--- config.mk ---
export PLATFORM = sky130hd
export DESIGN_NAME = util_cpack2_timestamp_v2
export DESIGN_NICKNAME = d
export VERILOG_FILES = /design/src/rtl/util_cpack2_timestamp_pkg.sv /design/src/rtl/util_cpack2_timestamp_fifo.sv /design/src/rtl/util_cpack2_timestamp_v2.sv
export SDC_FILE = /design/constraint.sdc
export NUM_CORES = 2
export LEC_CHECK = 0
export CORE_UTILIZATION = 30
export CTS_BUF_LIST = sky130_fd_sc_hd__clkbuf_8
export CTS_CLUSTER_DIAMETER = 100
export CTS_CLUSTER_SIZE = 12
export DETAILED_ROUTE_END_ITERATION = 7
export GPL_TIMING_DRIVEN = 0
export PLACE_DENSITY = 0.42
export SETUP_SLACK_MARGIN = 0.2
export SYNTH_ARGS = -nofsm -noshare
export SYNTH_HDL_FRONTEND = slang
export SYNTH_SLANG_ARGS = --single-unit
--- constraint.sdc ---
create_clock -name adc_clk -period 33.1 [get_ports adc_clk]
set_clock_uncertainty 0.2 [all_clocks]
set_input_delay 6.62 -clock adc_clk [delete_from_list [all_inputs] [get_ports adc_clk]]
set_output_delay 6.62 -clock adc_clk [all_outputs]
set_load 0.1 [all_outputs]
--- src/rtl/util_cpack2_timestamp_pkg.sv ---
// Shared types and width helpers for the cpack2 timestamp inserter.
package util_cpack2_timestamp_pkg;

  typedef enum logic [1:0] {
    ST_IDLE,
    ST_HEADER,
    ST_DATA
  } state_t;

  function automatic int calc_w(input int num_ch, input int sample_w, input int samples_per_ch);
    return num_ch * sample_w * samples_per_ch;
  endfunction

  // Entry layout, MSB first: {first, sync, data, timestamp}.
  function automatic int entry_width(input int w, input int ts_w);
    return 2 + w + ts_w;
  endfunction

  // Header word is the timestamp zero-extended on the left to the data width.
  function automatic int pad_width(input int w, input int ts_w);
    return w - ts_w;
  endfunction

endpackage

--- src/rtl/util_cpack2_timestamp_fifo.sv ---
// Single-clock show-ahead FIFO; full blocks pushes even when a pop happens on the same edge.
module util_cpack2_timestamp_fifo #(
  parameter int WIDTH      = 8,
  parameter int DEPTH_LOG2 = 4
) (
  input  logic             i_clk,
  input  logic             i_rst,
  input  logic             i_push,
  input  logic [WIDTH-1:0] i_data,
  input  logic             i_pop,
  output logic [WIDTH-1:0] o_head,
  output logic             o_full,
  output logic             o_empty
);

  localparam int DEPTH = 2 ** DEPTH_LOG2;

  logic [WIDTH-1:0]    r_mem [DEPTH];
  logic [DEPTH_LOG2:0] r_wr_ptr;
  logic [DEPTH_LOG2:0] r_rd_ptr;
  logic                w_push;
  logic                w_pop;

  assign o_empty = (r_wr_ptr == r_rd_ptr);
  assign o_full  = (r_wr_ptr[DEPTH_LOG2] != r_rd_ptr[DEPTH_LOG2]) &&
                   (r_wr_ptr[DEPTH_LOG2-1:0] == r_rd_ptr[DEPTH_LOG2-1:0]);
  assign w_push  = i_push && !o_full;
  assign w_pop   = i_pop && !o_empty;
  assign o_head  = r_mem[r_rd_ptr[DEPTH_LOG2-1:0]];

  always_ff @(posedge i_clk or posedge i_rst) begin
    if (i_rst) begin
      r_wr_ptr <= '0;
      r_rd_ptr <= '0;
    end else begin
      if (w_push) r_wr_ptr <= r_wr_ptr + 1'b1;
      if (w_pop)  r_rd_ptr <= r_rd_ptr + 1'b1;
    end
  end

  // NOTE: storage has no reset; the pointers alone define which entries are valid.
  always_ff @(posedge i_clk) begin
    if (w_push) r_mem[r_wr_ptr[DEPTH_LOG2-1:0]] <= i_data;
  end

endmodule

--- src/rtl/util_cpack2_timestamp_v2.sv ---
// Inserts a timestamp header word ahead of every block of timestamp_every packed words.
module util_cpack2_timestamp_v2
  import util_cpack2_timestamp_pkg::*;
#(
  parameter int NUM_OF_CHANNELS     = 4,
  parameter int SAMPLE_DATA_WIDTH   = 16,
  parameter int SAMPLES_PER_CHANNEL = 1,
  parameter int TIMESTAMP_WIDTH     = 64,
  parameter int FIFO_DEPTH_LOG2     = 4,
  localparam int W = calc_w(NUM_OF_CHANNELS, SAMPLE_DATA_WIDTH, SAMPLES_PER_CHANNEL)
) (
  input  logic                       adc_clk,
  input  logic                       adc_rst,
  input  logic [TIMESTAMP_WIDTH-1:0] timestamp,
  input  logic [31:0]                timestamp_every,
  input  logic                       packed_fifo_wr_en,
  input  logic                       packed_fifo_wr_sync,
  input  logic [W-1:0]               packed_fifo_wr_data,
  output logic                       packed_fifo_wr_overflow,
  output logic                       packed_timestamped_fifo_wr_en,
  output logic                       packed_timestamped_fifo_wr_sync,
  output logic [W-1:0]               packed_timestamped_fifo_wr_data,
  input  logic                       packed_timestamped_fifo_wr_overflow
);

  localparam int TSW   = TIMESTAMP_WIDTH;
  localparam int EW    = entry_width(W, TSW);
  localparam int PAD_W = pad_width(W, TSW);

  logic [31:0]    r_count;
  logic [31:0]    r_n;
  logic [31:0]    w_n_cur;
  logic           w_first;
  logic           w_full;
  logic           w_empty;
  logic           w_accept;
  logic           w_drop;
  logic           w_pop;
  logic [EW-1:0]  w_push_entry;
  logic [EW-1:0]  w_head;
  logic           w_head_first;
  logic           w_head_sync;
  logic [W-1:0]   w_head_data;
  logic [TSW-1:0] w_head_ts;
  logic [W-1:0]   w_header;

  state_t         r_state;
  state_t         w_next_state;
  logic           w_out_en;
  logic           w_out_sync;
  logic [W-1:0]   w_out_data;
  logic           r_out_en;
  logic           r_out_sync;
  logic [W-1:0]   r_out_data;
  logic           r_overflow;

  // ---------------- input side: block counter and N latch ----------------
  // A block boundary samples the live timestamp_every, so the first word of a block already obeys it.
  assign w_n_cur  = (r_count == '0) ? timestamp_every : r_n;
  assign w_first  = (r_count == '0) && (w_n_cur != '0);
  assign w_drop   = packed_fifo_wr_en && w_full;
  assign w_accept = packed_fifo_wr_en && !w_full;
  assign w_push_entry = {w_first, packed_fifo_wr_sync, packed_fifo_wr_data, timestamp};

  always_ff @(posedge adc_clk or posedge adc_rst) begin
    if (adc_rst) begin
      r_count <= '0;
      r_n     <= '0;
    end else if (w_drop) begin
      r_count <= '0;
    end else if (w_accept) begin
      if (r_count == '0) r_n <= timestamp_every;
      if ((w_n_cur == '0) || (r_count == w_n_cur - 32'd1)) r_count <= '0;
      else                                                  r_count <= r_count + 32'd1;
    end
  end

  util_cpack2_timestamp_fifo #(
    .WIDTH      (EW),
    .DEPTH_LOG2 (FIFO_DEPTH_LOG2)
  ) u_fifo (
    .i_clk   (adc_clk),
    .i_rst   (adc_rst),
    .i_push  (packed_fifo_wr_en),
    .i_data  (w_push_entry),
    .i_pop   (w_pop),
    .o_head  (w_head),
    .o_full  (w_full),
    .o_empty (w_empty)
  );

  assign {w_head_first, w_head_sync, w_head_data, w_head_ts} = w_head;

  if (PAD_W > 0) begin : g_pad
    assign w_header = {{PAD_W{1'b0}}, w_head_ts};
  end else begin : g_nopad
    assign w_header = w_head_ts;
  end

  // ---------------- output side: FSM state names what is on the outputs ----------------
  always_ff @(posedge adc_clk or posedge adc_rst) begin
    if (adc_rst) r_state <= ST_IDLE;
    else         r_state <= w_next_state;
  end

  // NOTE: every combinational output gets a default first so no path can infer a latch.
  always_comb begin
    w_next_state = r_state;
    w_pop        = 1'b0;
    w_out_en     = 1'b0;
    w_out_sync   = 1'b0;
    w_out_data   = '0;
    case (r_state)
      ST_HEADER: begin
        // Header was shown last cycle; the same head entry now goes out as data.
        w_out_en     = 1'b1;
        w_out_sync   = w_head_sync;
        w_out_data   = w_head_data;
        w_pop        = 1'b1;
        w_next_state = ST_DATA;
      end
      default: begin
        if (w_empty) begin
          w_next_state = ST_IDLE;
        end else if (w_head_first) begin
          w_out_en     = 1'b1;
          w_out_sync   = 1'b1;
          w_out_data   = w_header;
          w_next_state = ST_HEADER;
        end else begin
          w_out_en     = 1'b1;
          w_out_sync   = w_head_sync;
          w_out_data   = w_head_data;
          w_pop        = 1'b1;
          w_next_state = ST_DATA;
        end
      end
    endcase
  end

  // NOTE: sequential state is assigned with <= so every register samples pre-edge values.
  always_ff @(posedge adc_clk or posedge adc_rst) begin
    if (adc_rst) begin
      r_out_en   <= 1'b0;
      r_out_sync <= 1'b0;
      r_out_data <= '0;
      r_overflow <= 1'b0;
    end else begin
      r_out_en   <= w_out_en;
      r_out_sync <= w_out_sync;
      r_out_data <= w_out_data;
      r_overflow <= w_drop | packed_timestamped_fifo_wr_overflow;
    end
  end

  assign packed_timestamped_fifo_wr_en   = r_out_en;
  assign packed_timestamped_fifo_wr_sync = r_out_sync;
  assign packed_timestamped_fifo_wr_data = r_out_data;
  assign packed_fifo_wr_overflow         = r_overflow;

endmodule

### Routing congestion map

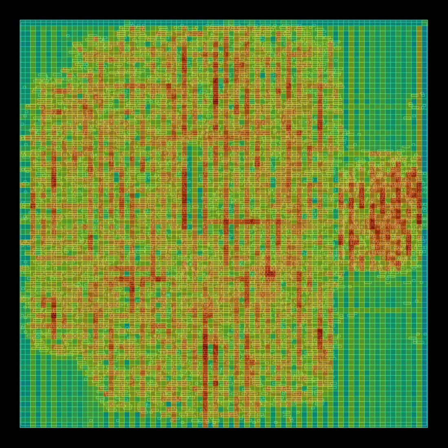
Core Util, Final: 35.2%
GRT busiest layer: met2
post-DR wirelength/cell: 31.1 µm

### The metal 4 layer

Bar = 200 µm.
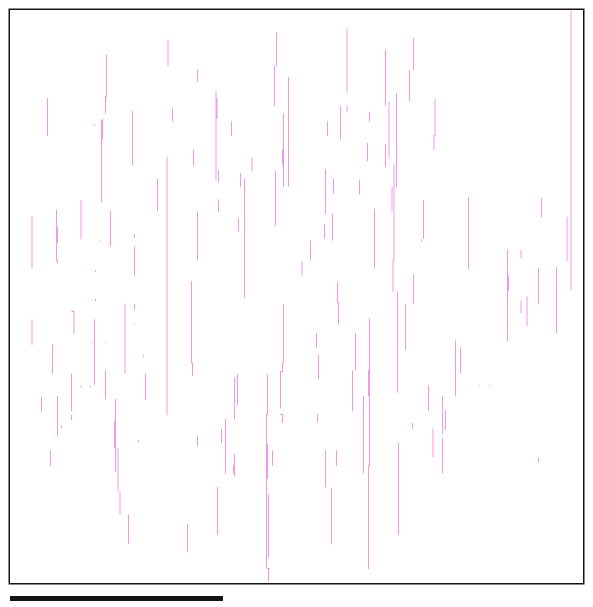
The layer carries 5,280 µm of wire. The wires run mostly vertical. The layer holds 2.0% of the routed length. 73 nets have wire on it.

### Sequential cells coloured by netlist name

Bar = 200 µm. Other sequential cells in the stronger grey, the rest of the logic in the fainter grey.
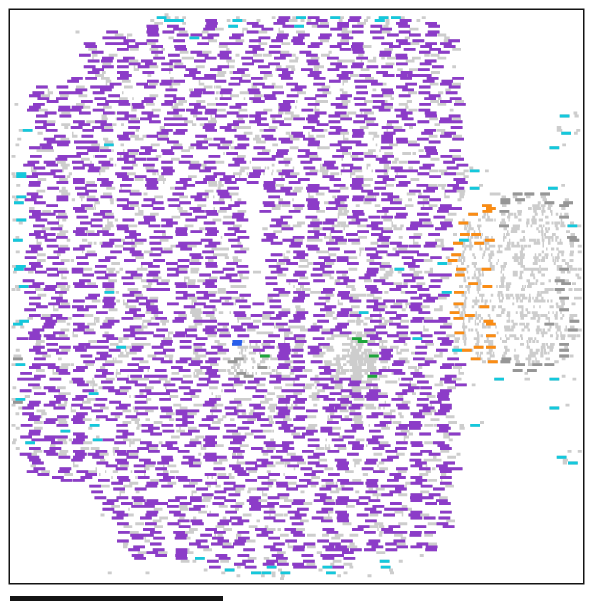
Key: r_state = blue [placed flops 2]; r_count = orange [placed flops 32, where east]; u_fifo.r_mem = purple [placed flops 2,080]; packed_timestamped_fifo_wr_data = cyan [placed flops 64, where widely spread]; u_fifo.r_wr_ptr = green [placed flops 5, where centre]

### Signal wires by layer

Two of the layers only.
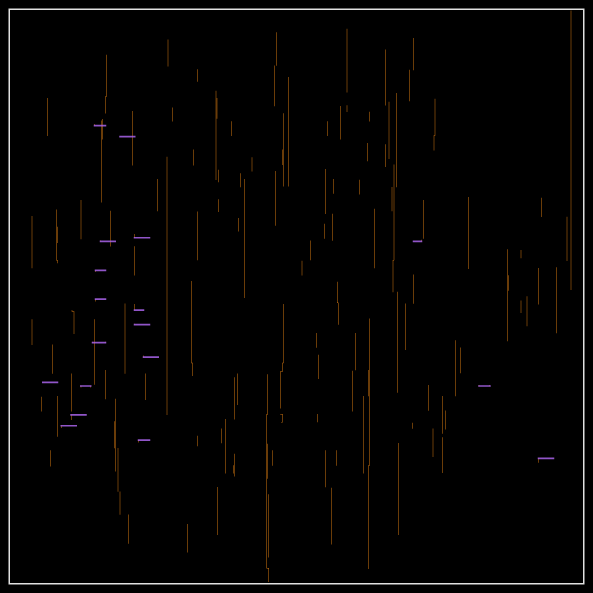
Key: metal 5 = purple [wire length 210 µm]; metal 4 = orange [wire length 5,280 µm]

==> results.py <==
# Flow results
metrics = {
    "setup_path": {
        "path_depth": 11,
        "critPathBufInv": 8,
        "critPathLaunch": "packed_fifo_wr_en",
        "worstReg2RegStart": "r_count[0]",
    },
    "global_route": {
        "grt_use_total_pct": 17.8,
        "use_met1_pct": 24.4,
        "grt_max_degree": 80,
        "use_met3_pct": 2.74,
        "grt_antenna_before_repair": 63,
        "grt_pass1_wl_um": 362000,
        "met2_usage_pct": 29.5,
    },
    "route": {
        "wl_met3_um": 13100,
        "met1Wirelength_um": 115000,
        "avgViaCountPerCell": 5.10,
        "antenna_left": 0,
    },
    "synth": {
        "async_reset_ff_share_pct": 6.43,
        "ys_area_um2": 86500,
        "mux_area_share_pct": 17.6,
        "yosysTopAreaCellShare_pct": 72.2,
        "ys_types": 72,
        "top_area_cell": "edfxtp_1",
        "syn_inst": 3821,
        "synth_area_um2": 86500,
        "most_common_cell": "edfxtp_1",
    },
    "final_timing": {
        "fmaxAchievable_mhz": 95.9,
    },
    "finish": {
        "drive_gt1_share_pct": 25.4,
        "sh_comb_area_pct": 19.5,
        "insertedDiodeCount": 13,
        "fill_cells": 26522,
        "signal_buffers": 638,
        "layoutNonFillerInstCount": 8397,
    },
    "clock_network": {
        "clk_latency_ns": 1.05,
        "clockBufferDepth": 4,
        "post-cts-setup-buffers": 0,
    },
    "pwr": {
        "leakage_nw": 31.6,
        "p_clk_w": 0.00159,
        "p_seq_share_pct": 41.2,
        "ir_worst_vdd_uv": 63.3,
        "power_density_nw_per_um2": 84.9,
    },
    "min_path": {
        "worstHoldPathType": "reg2reg",
        "min_from": "u_fifo.r_wr_ptr[4]",
        "whs_endpoint": "u_fifo.r_wr_ptr[4]",
    },
    "placement": {
        "gp_congestion": 0.829,
        "place_ws_ns": 21.56,
        "dpl.cell_count": 8009,
    },
    "die": {
        "die-area_um2": 290000,
    },
    "outcome": {
        "status": "completed",
    },
}
## layout by cell type, fill, tap and decap left out, types with 10 or more instances in the layout
cell             instances
clkbuf_2                12
nand2_1                 64
mux4_2                 650
edfxtp_1              2080
and3_1                  23
inv_1                  165
diode_2                 13
a31oi_1                 48
buf_1                   56
nand4_1                 23
nor3_1                  31
clkbuf_1               130
buf_8                   14
xnor2_1                 31
o21ai_0                 13
and4_1                  10
nand3_1                 33
nor2_4                  12
buf_12                  74
nor2_1                  68
buf_6                   80
nor4_1                  34
mux2i_1                 17
a21oi_1                 14
or4_1                   15
clkdlybuf4s50_1        229
xor2_1                  13
dfrtp_1                143
a22o_1                  65
mux2_2                  33
a311oi_1                13
or3_1                   13
buf_16                  30
clkbuf_8               215
No activity file was given, so power comes from the tool's default toggle rates.
